==> config.mk <==
export PLATFORM = sky130hd
export DESIGN_NAME = regfile_wb_arb
export DESIGN_NICKNAME = d
export VERILOG_FILES = /design/src/rtl/regfile_wb_arb.sv
export SDC_FILE = /design/constraint.sdc
export NUM_CORES = 1
export LEC_CHECK = 0
export CAP_MARGIN = 20
export CORE_UTILIZATION = 35
export CTS_BUF_LIST = sky130_fd_sc_hd__clkbuf_2 sky130_fd_sc_hd__clkbuf_4 sky130_fd_sc_hd__clkbuf_8
export CTS_CLUSTER_SIZE = 16
export DETAILED_ROUTE_END_ITERATION = 7
export SYNTH_ARGS = -nofsm -noshare
export SYNTH_HDL_FRONTEND = slang
export SYNTH_SLANG_ARGS = --single-unit
==> constraint.sdc <==
create_clock -name clk -period 3.8 [get_ports clk]
set_input_delay 0.57 -clock clk [delete_from_list [all_inputs] [get_ports clk]]
set_output_delay 0.57 -clock clk [all_outputs]
set_load 0.02 [all_outputs]
Figure 1. M3 wires.
The bar under the picture is 50 um long.
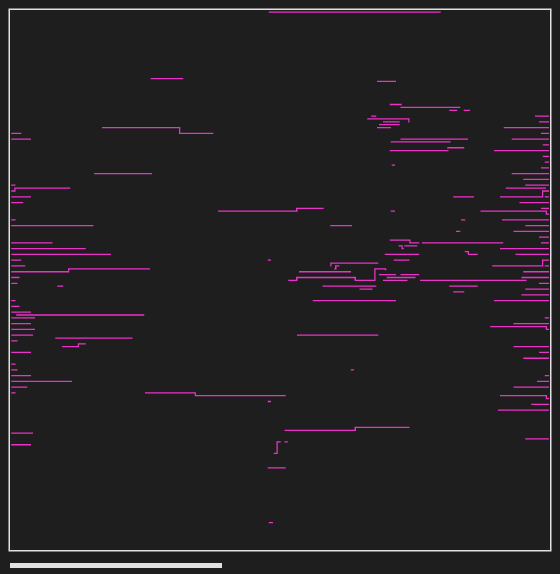
longest straight run: 40.3 um
share of all routed wire: 6.6%
main direction: horizontal
met3 GRT Util: 0.0544
Post-Route WL: 15.9 mm

Figure 2. Met1 routing.
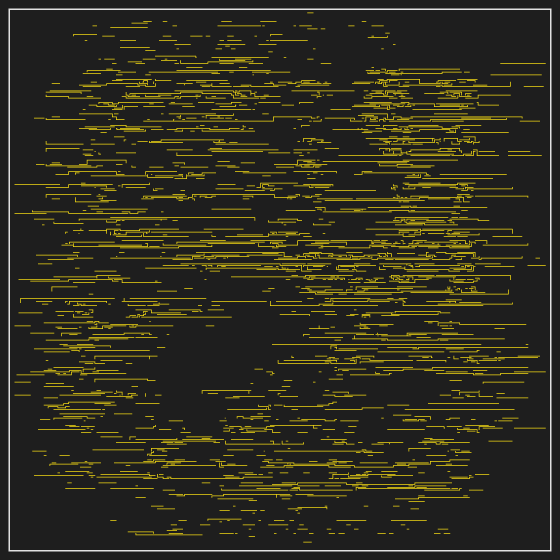
nets with wire on the layer: 636
share of all routed wire: 44%
longest straight run: 49.2 um
met1 GRT Util: 0.262
Vias: 4591

Figure 3. Clock nets.
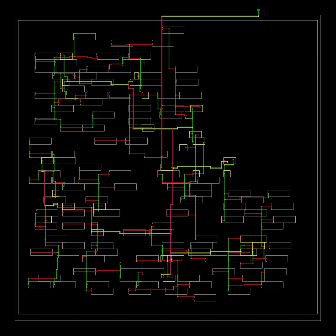
clock-net power: 1120 uW
clk latency late pin: 0.43 ns
Final Skew: 0.00666 ns

==> Slide: Implementation Results <==
Key Metrics from the Run

Place
  • Dpl ws: approximately 0.83 ns
  • Placed Cells: around 840
  • Placer congestion estimate: approximately 0.97
  • Post-DP Area: slightly above 7000 um^2
  • Hpwl dp: between 10 and 15 mm
  • Port-buffer cells: 150

Final layout
  • Buffering overhead: 0.210
  • Fill count: about 1.4k
  • FF+latch count: 115
  • Largest class: sequential cells
  • Nets: about 730
  • Most numerous logic cell after layout: clkdlybuf4s50_1
  • Ratio of cells with drive above 1 in the final layout: 0.173
  • #MultiIn Comb: 320
  • Non-CTS inverters: 38
  • Seq/total area: 0.379
  • Final clock-cell share: 0.0509
  • Logic area: ~2300 um^2
  • CLK BUF: 23
  • Non-clock buffer count: approximately 160
  • Top cells excl fill/tap: clkdlybuf4s50_1, dfrtp_1, mux2_2
  • Post-route insts no fill: between 800 and 900
  • Comb area share: 0.306
  • Final core utilization: 0.498
  • Antenna fix cells: 0

Synthesis
  • Post-synthesis cell type with the largest instance count: dfrtp_1
  • Synth async-reset ratio: 1.00
  • Largest area contributor in the netlist: dfrtp_1
  • Synth Cell Area: 5500 um^2
  • Gate Count Post-Synth: 504
  • Ys flops: between 100 and 150
  • Synth mux share: 0.141
  • Top_reg_cell synth: dfrtp_1
  • Yosys simple share: 0.0856
  • Post-synth top area share: 0.519
  • Aoi share: 0.186
  • Syn_nets: 582
  • Yosys chip area: 5500 um^2
  • Unique masters post-synth: 41
  • Ys cells: ~500
  • EDFF count, synth: 0
  • Biggest area cells: dfrtp_1, mux2_2, a21oi_1
  • Synth warn: 0
  • Seq/Total Area, Yosys: 0.524
  • Comb area leader: AND-OR/OR-AND gates
  • Mean Syn Cell Area: approximately 11 um^2
  • FA/HA/MAJ Cells, Area Fraction: 0

Pwr
  • Combinational group share of total power: 0.281
  • Top power group: sequential cells
  • Seq pwr: 1580 uW
  • Sequential Power Share: 0.421
  • Clock Power Share: 0.298
  • Total Power: 3750 uW
  • VDD IR max: 0.000241 V
  • Cell Int Power: 2560 uW
  • Pwr dens: about 500 nW/um^2
  • Pleak: roughly 0.0032 uW
  • Comb group: 1050 uW
  • Net Sw Frac: 0.319

Floorplan
  • Num ports: around 150
  • N_taps: about 210
  • Site Rows: 45
  • Chip height: 127 um
  • Initial Util: 0.360
  • Die W: around 130 um
  • Die Size: around 16000 um^2

Critical path
  • CP Class: reg -> out
  • Slowest cell on the critical path: or4_4
  • Critical path data arrival time: 2.87 ns
  • Crit path launch type: flop
  • Crit-path cells: xor2_1 > or4_4 > or3_4 > clkdlybuf4s50_1
  • Worst path max stage delay: just under 0.6 ns
  • Flop2flop setup slack: ~1 ns
  • WP data required: 3.23 ns
  • Crit-path max FO: 20
  • R2R depth: 7
  • Worst path buffer plus inverter count: 1
  • CP delay by family, top: simple AND/OR/NAND/NOR gates
  • Crit path capture type: output port

Global routing
  • Remaining global-route overflow: 0
  • Largest net degree at the start of global routing: between 90 and 100
  • GRT Util Overall: 0.203
  • First-pass GRT wire length: ~25 mm
  • Initial antenna violation count: 0
  • Routing usage on met2: 0.322
  • Busiest layer in global routing: met2

Routing
  • Vias per cell: 5.25
  • Met3 routed WL: about 1.0 mm
  • 1st-iter DRT viols: ~350
  • Pre-Repair DR Iteration Count: 5
  • WL met2: roughly 7.5 mm
  • DRC violations left: 0
  • Top Layer Used: met4

Final timing
  • Final WS setup: ~0.36 ns
  • FMAX: around 0.29 GHz
  • Max-slew violation count: 0
  • Final setup violation count: 0
  • Final Hold Fails: 0
  • Final period util: 0.906
  • Minimum clock period: around 3.4 ns
  • Slew @ Worst Pin: ~0.76 ns
  • Setup TNS: 0 ns
  • Max_slew headroom: 0.495
  • Worst hold slack: between 0.4 and 0.5 ns

Clocking
  • CTS Buf Count: 17
  • Max Root-Sink Buffers: 2
  • Clk root buf: clkbuf_8
  • CTS HTree Levels: 4
  • Resized Gates After CTS: 0
  • Clock sinks: 115

Run status
  • Outcome: finished, final reports clean

Run
  • Max-cap viol count: 0
  • Tool warning count: 26

Worst hold path
  • HP Class: in -> async
Power and IR drop assume default switching activity.
